<file path="src/rtl/shift_sequencer_if.sv">
`default_nettype none
// ============================================================================
//  Module   : shift_sequencer_if
//  Purpose  : Request/result bundle between the controller and shift_sequencer.
//  Revision : 1.0 - initial release
// ============================================================================
interface shift_sequencer_if #(
    parameter int WORD = 16
);
    localparam int CW = $clog2(WORD);

    logic            start;
    logic [1:0]      operation;
    logic [CW-1:0]   count;
    logic [WORD-1:0] in;
    logic [3:0]      status_in;
    logic            busy;
    logic            done;
    logic [WORD-1:0] out;
    logic [3:0]      status_out;

    modport master (
        output start, operation, count, in, status_in,
        input  busy, done, out, status_out
    );

    modport slave (
        input  start, operation, count, in, status_in,
        output busy, done, out, status_out
    );
endinterface
`default_nettype wire

</file>
<file path="src/rtl/shift_sequencer.sv">
`default_nettype none
// ============================================================================
//  Module   : shift_sequencer
//  Purpose  : Breaks an SRA/RRC-by-N request into N one-bit steps, one per clock.
//  Revision : 1.0 - initial release
// ============================================================================
module shift_sequencer #(
    parameter int WORD = 16
) (
    input  wire logic         clk,
    input  wire logic         rst,
    shift_sequencer_if.slave  bus
);
    localparam int CW = $clog2(WORD);

    localparam logic [1:0]    OP_RRC  = 2'd1;
    localparam logic [CW-1:0] CNT_ONE = {{(CW-1){1'b0}}, 1'b1};
    localparam logic [CW-1:0] CNT_ZERO = '0;
    localparam int C_BIT = 0;
    localparam int Z_BIT = 1;
    localparam int N_BIT = 2;

    typedef enum logic [1:0] {
        S_IDLE  = 2'd0,
        S_SHIFT = 2'd1,
        S_DONE  = 2'd2
    } state_t;

    state_t          state_q, state_d;
    logic [WORD-1:0] out_q,   out_d;
    logic [3:0]      stat_q,  stat_d;
    logic [1:0]      op_q,    op_d;
    logic [CW-1:0]   cnt_q,   cnt_d;

    always_ff @(posedge clk or posedge rst) begin
        if (rst) begin
            state_q <= S_IDLE;
            out_q   <= '0;
            stat_q  <= '0;
            op_q    <= '0;
            cnt_q   <= '0;
        end else begin
            state_q <= state_d;
            out_q   <= out_d;
            stat_q  <= stat_d;
            op_q    <= op_d;
            cnt_q   <= cnt_d;
        end
    end

    always_comb begin
        state_d = state_q;
        out_d   = out_q;
        stat_d  = stat_q;
        op_d    = op_q;
        cnt_d   = cnt_q;
        case (state_q)
            S_IDLE: begin
                if (bus.start) begin
                    out_d  = bus.in;
                    stat_d = bus.status_in;
                    op_d   = bus.operation;
                    cnt_d  = bus.count;
                    if (bus.count == CNT_ZERO || bus.operation[1]) begin
                        state_d       = S_DONE;
                        stat_d[Z_BIT] = ~|bus.in;
                        stat_d[N_BIT] = bus.in[WORD-1];
                    end else begin
                        state_d = S_SHIFT;
                    end
                end
            end
            S_SHIFT: begin
                // RRC feeds the carry into the MSB; SRA replicates the sign bit.
                out_d         = {(op_q == OP_RRC) ? stat_q[C_BIT] : out_q[WORD-1],
                                 out_q[WORD-1:1]};
                stat_d[C_BIT] = out_q[0];
                cnt_d         = cnt_q - CNT_ONE;
                if (cnt_q == CNT_ONE) begin
                    state_d       = S_DONE;
                    stat_d[Z_BIT] = ~|out_d;
                    stat_d[N_BIT] = out_d[WORD-1];
                end
            end
            S_DONE:  state_d = S_IDLE;
            default: state_d = S_IDLE;
        endcase
    end

    assign bus.busy       = (state_q != S_IDLE);
    assign bus.done       = (state_q == S_DONE);
    assign bus.out        = out_q;
    assign bus.status_out = stat_q;
endmodule
`default_nettype wire
</file>
<file path="src/flat_wrapper.sv">
// flat-port wrapper written by rule: the top's interface ports become plain ports
module shift_sequencer_flat 
#(
    parameter int WORD = 16
)
  (clk, rst, bus_start, bus_operation, bus_count, bus_in, bus_status_in, bus_busy, bus_done, bus_out, bus_status_out);
  shift_sequencer_if #(.WORD(WORD)) bus_i ();
  input  wire logic clk;
  input  wire logic rst;
  input wire logic [$bits(bus_i.start)-1:0] bus_start;
  input wire logic [$bits(bus_i.operation)-1:0] bus_operation;
  input wire logic [$bits(bus_i.count)-1:0] bus_count;
  input wire logic [$bits(bus_i.in)-1:0] bus_in;
  input wire logic [$bits(bus_i.status_in)-1:0] bus_status_in;
  output wire logic [$bits(bus_i.busy)-1:0] bus_busy;
  output wire logic [$bits(bus_i.done)-1:0] bus_done;
  output wire logic [$bits(bus_i.out)-1:0] bus_out;
  output wire logic [$bits(bus_i.status_out)-1:0] bus_status_out;
  assign bus_i.start = bus_start;
  assign bus_i.operation = bus_operation;
  assign bus_i.count = bus_count;
  assign bus_i.in = bus_in;
  assign bus_i.status_in = bus_status_in;
  assign bus_busy = bus_i.busy;
  assign bus_done = bus_i.done;
  assign bus_out = bus_i.out;
  assign bus_status_out = bus_i.status_out;
  shift_sequencer #(.WORD(WORD)) u_core (.clk(clk), .rst(rst), .bus(bus_i));
endmodule
</file>
<file path="config.mk">
export PLATFORM = sky130hd
export DESIGN_NAME = shift_sequencer_flat
export DESIGN_NICKNAME = d
export VERILOG_FILES = /design/src/rtl/shift_sequencer_if.sv /design/src/rtl/shift_sequencer.sv /design/src/flat_wrapper.sv
export SDC_FILE = /design/constraint.sdc
export NUM_CORES = 1
export LEC_CHECK = 0
export CORE_MARGIN = 2
export CORE_UTILIZATION = 30
export CTS_BUF_LIST = sky130_fd_sc_hd__clkbuf_16
export CTS_CLUSTER_DIAMETER = 150
export DETAILED_ROUTE_END_ITERATION = 16
export GPL_TIMING_DRIVEN = 0
export PLACE_DENSITY = 0.6
export SLEW_MARGIN = 20
export SYNTH_ARGS = -nofsm -noshare
export SYNTH_HDL_FRONTEND = slang
export SYNTH_SLANG_ARGS = --single-unit
export TNS_END_PERCENT = 1
</file>
<file path="constraint.sdc">
create_clock -name clk -period 1.3 [get_ports clk]
set_input_delay 0.39 -clock clk [delete_from_list [all_inputs] [get_ports clk]]
set_output_delay 0.39 -clock clk [all_outputs]
set_load 0.02 [all_outputs]
</file>
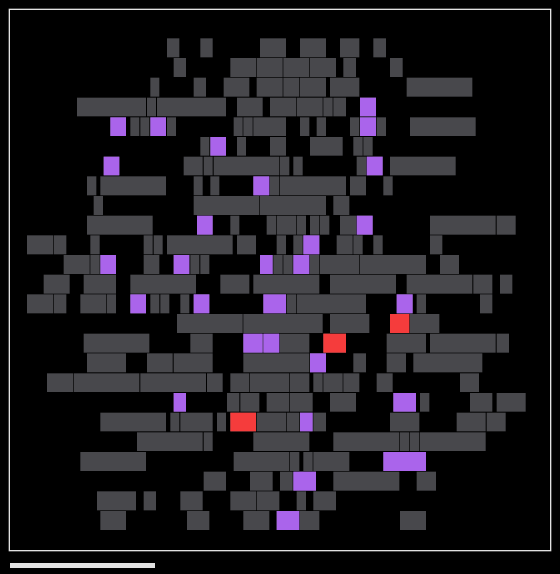
*Selected gate families, run 1*
Scale bar: 20 um.
non-inverting ao/oa cells: drawn in red, cells 3. aoi and oai cells: drawn in purple, cells 28.

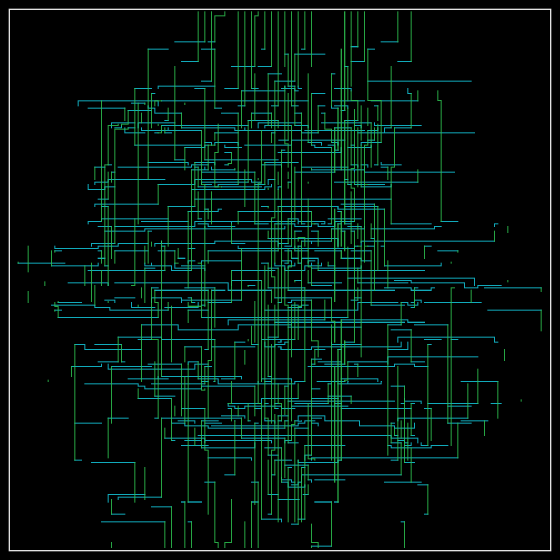
*Wiring by layer, run 1*
Only two layers are drawn.
M2: drawn in green, wire length 2130 um. M1: drawn in cyan, wire length 2080 um.

==> flow_metrics.py, run 1 <==
# Metrics from the implementation run
metrics = {
    "run_status": {
        "violations": "setup timing",
        "outcome": "complete, but fails checks",
    },
    "placement": {
        "io_buffers": 50,
    },
    "job": {
        "warnings": 30,
    },
    "clock_tree": {
        "clock-sinks": 28,
        "cts_max_path_buffers": 2,
    },
    "final_timing": {
        "worst_slack_ps": -211.7,
        "setup_viol": 12,
        "skew_ps": 7.549,
    },
    "routing": {
        "drtAntennaViolNets": 0,
        "drc_errors": 0,
        "post_drt_wl_per_cell_um": 15.56,
        "top_layer": "met4",
        "met2_length_um": 2127,
    },
    "synth": {
        "edf_count": 0,
        "ys_sh_simple_pct": 28.95,
        "ys_sh_mux_pct": 3.682,
        "ys_seq_share_pct": 46.86,
    },
    "power_and_ir_drop": {
        "powerClk_mw": 0.921,
        "power_frac_comb_pct": 51.4,
    },
    "critical_path": {
        "arrival_ps": 1660,
        "crit_slowest_cell": "dfrtp_1",
        "startpoint_type": "register",
    },
    "cells_and_area": {
        "final_area_mm2": 0.002276,
    },
}
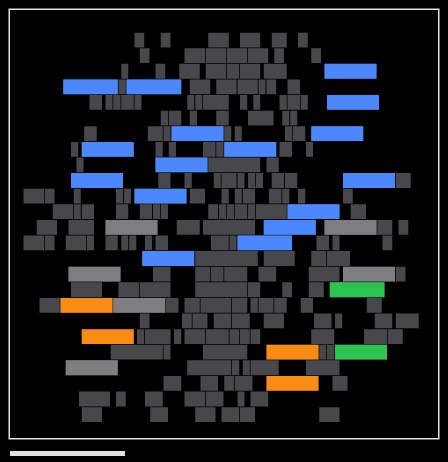
*Where the registers sit, run 1*
Scale bar: 20 um. Other sequential cells in the stronger gray, the rest of the logic in the fainter gray.
`u_core.bus.out`: drawn in blue, flops 16. `u_core.state_q`: drawn in green, flops 2. `u_core.cnt_q`: drawn in orange, flops 4.

[run 1: cell type report]
cell class	instances	area (um^2)
inverters	5	22.52
fillers	460	2479
repair buffers	56	456.7
well taps	67	83.83
flip-flops and latches	28	705.7
clock inverters	1	30.03
multi-input cells	124	814.5
clock buffers	3	75.07
plain buffers	9	87.58
[run 1: worst min path at each step]
stage                                   from                        to  slack [ps]
global route               u_core.state_q[1]         u_core.state_q[0]         520
global placement    u_core.bus.status_out[3]  u_core.bus.status_out[3]         490
CTS                        u_core.state_q[1]         u_core.state_q[0]         510
finish                     u_core.state_q[1]         u_core.state_q[0]         500
floorplan                                rst         u_core.bus.out[0]         460
detailed placement  u_core.bus.status_out[3]  u_core.bus.status_out[3]         500
==> run 2, diff against run 1 <==
--- a/config.mk
+++ b/config.mk
@@ -11,8 +11,8 @@
 export CTS_CLUSTER_DIAMETER = 150
 export DETAILED_ROUTE_END_ITERATION = 16
 export GPL_TIMING_DRIVEN = 0
-export PLACE_DENSITY = 0.6
-export SLEW_MARGIN = 20
+export HOLD_SLACK_MARGIN = 0.15
+export PLACE_DENSITY = 0.58
 export SYNTH_ARGS = -nofsm -noshare
 export SYNTH_HDL_FRONTEND = slang
 export SYNTH_SLANG_ARGS = --single-unit
==> constraint.sdc (replaced) <==
create_clock -name clk -period 1.6 [get_ports clk]
set_input_delay 0.48 -clock clk [delete_from_list [all_inputs] [get_ports clk]]
set_output_delay 0.48 -clock clk [all_outputs]
set_load 0.02 [all_outputs]
==> run 2 against run 1 <==
Largest power group unchanged. Highest routed layer unchanged. The run still ends with setup timing left. Critical path depth shrank 2. Cell area shrank 0.27%. Critical path type is now register to output pin. Clock skew grew 0.51 ps. Worst hold slack gained 9.4 ps.
==> flow_metrics.py, run 2 <==
# Metrics from the implementation run
metrics = {
    "routing": {
        "drtAntennaViolNets": 0,
        "post_drt_wl_per_cell_um": 14.95,
    },
    "cells_and_area": {
        "final_area_mm2": 0.002270,
        "seq_share_pct": 30.93,
        "comb_share_pct": 34.45,
        "num-fill-cells": 473,
        "largest_class": "logic gates",
        "logic_area_um2": 782.0,
        "regArea_um2": 701.9,
        "layout.nonclk_buf_share_pct": 25.30,
        "clockNetworkAreaShare_pct": 4.631,
    },
    "final_timing": {
        "setup_viol": 1,
        "worst_slack_ps": -18.40,
    },
    "worst_hold_path": {
        "holdPathEnd": "u_core.bus.status_out[3]",
        "worstHoldStart": "u_core.bus.status_out[3]",
    },
    "synth": {
        "ys_sh_simple_pct": 28.95,
        "ys_seq_share_pct": 46.86,
        "edf_count": 0,
    },
    "job": {
        "warnings": 29,
    },
    "critical_path": {
        "arrival_ps": 1140,
        "startpoint_type": "register",
        "crit_slowest_cell": "dfrtp_1",
    },
    "run_status": {
        "outcome": "complete, but fails checks",
        "violations": "setup timing",
    },
    "floorplan": {
        "n_tap_cell": 67,
    },
}
==> run 2: how the worst max path moves through the flow <==
stage                               endpoint  slack (ps)
finish                              bus_busy         -20
global route                        bus_busy         -50
CTS                                 bus_busy        -140
detailed placement        u_core.bus.out[12]        -440
global placement          u_core.bus.out[13]        -480
floorplan           u_core.bus.status_out[2]         190
==> run 2: per-layer routing <==
layer | vias up | track usage, % | part of all wire, %
li1 | 701 | - | -
met1 | 662 | 24.09 | 47
met2 | 30 | 24.19 | 48
met3 | 2 | 2.981 | 3.7
met4 | 0 | 3.571 | 0.79
met5 | - | 0 | 0
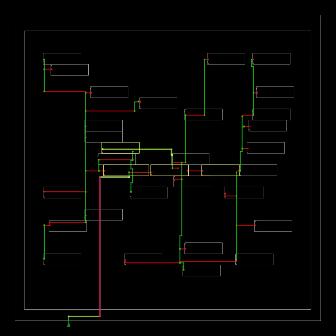
*The clock network, run 2*
Worst Skew: 8.056 ps
FFs & Latches: 28
# clk buffers: 3
cts bufs inserted: 3
Clock group: 0.744 mW

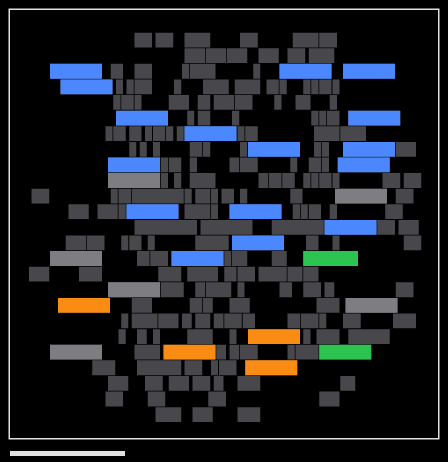
*Where the registers sit, run 2*
Scale bar: 20 um. Other sequential cells in the stronger gray, the rest of the logic in the fainter gray.
`u_core.cnt_q`: drawn in orange, flops 4, where bottom middle. `u_core.state_q`: drawn in green, flops 2. `u_core.bus.out`: drawn in blue, flops 16.
Another 6 sequential cells are not colored.

Power and IR drop assume default switching activity.
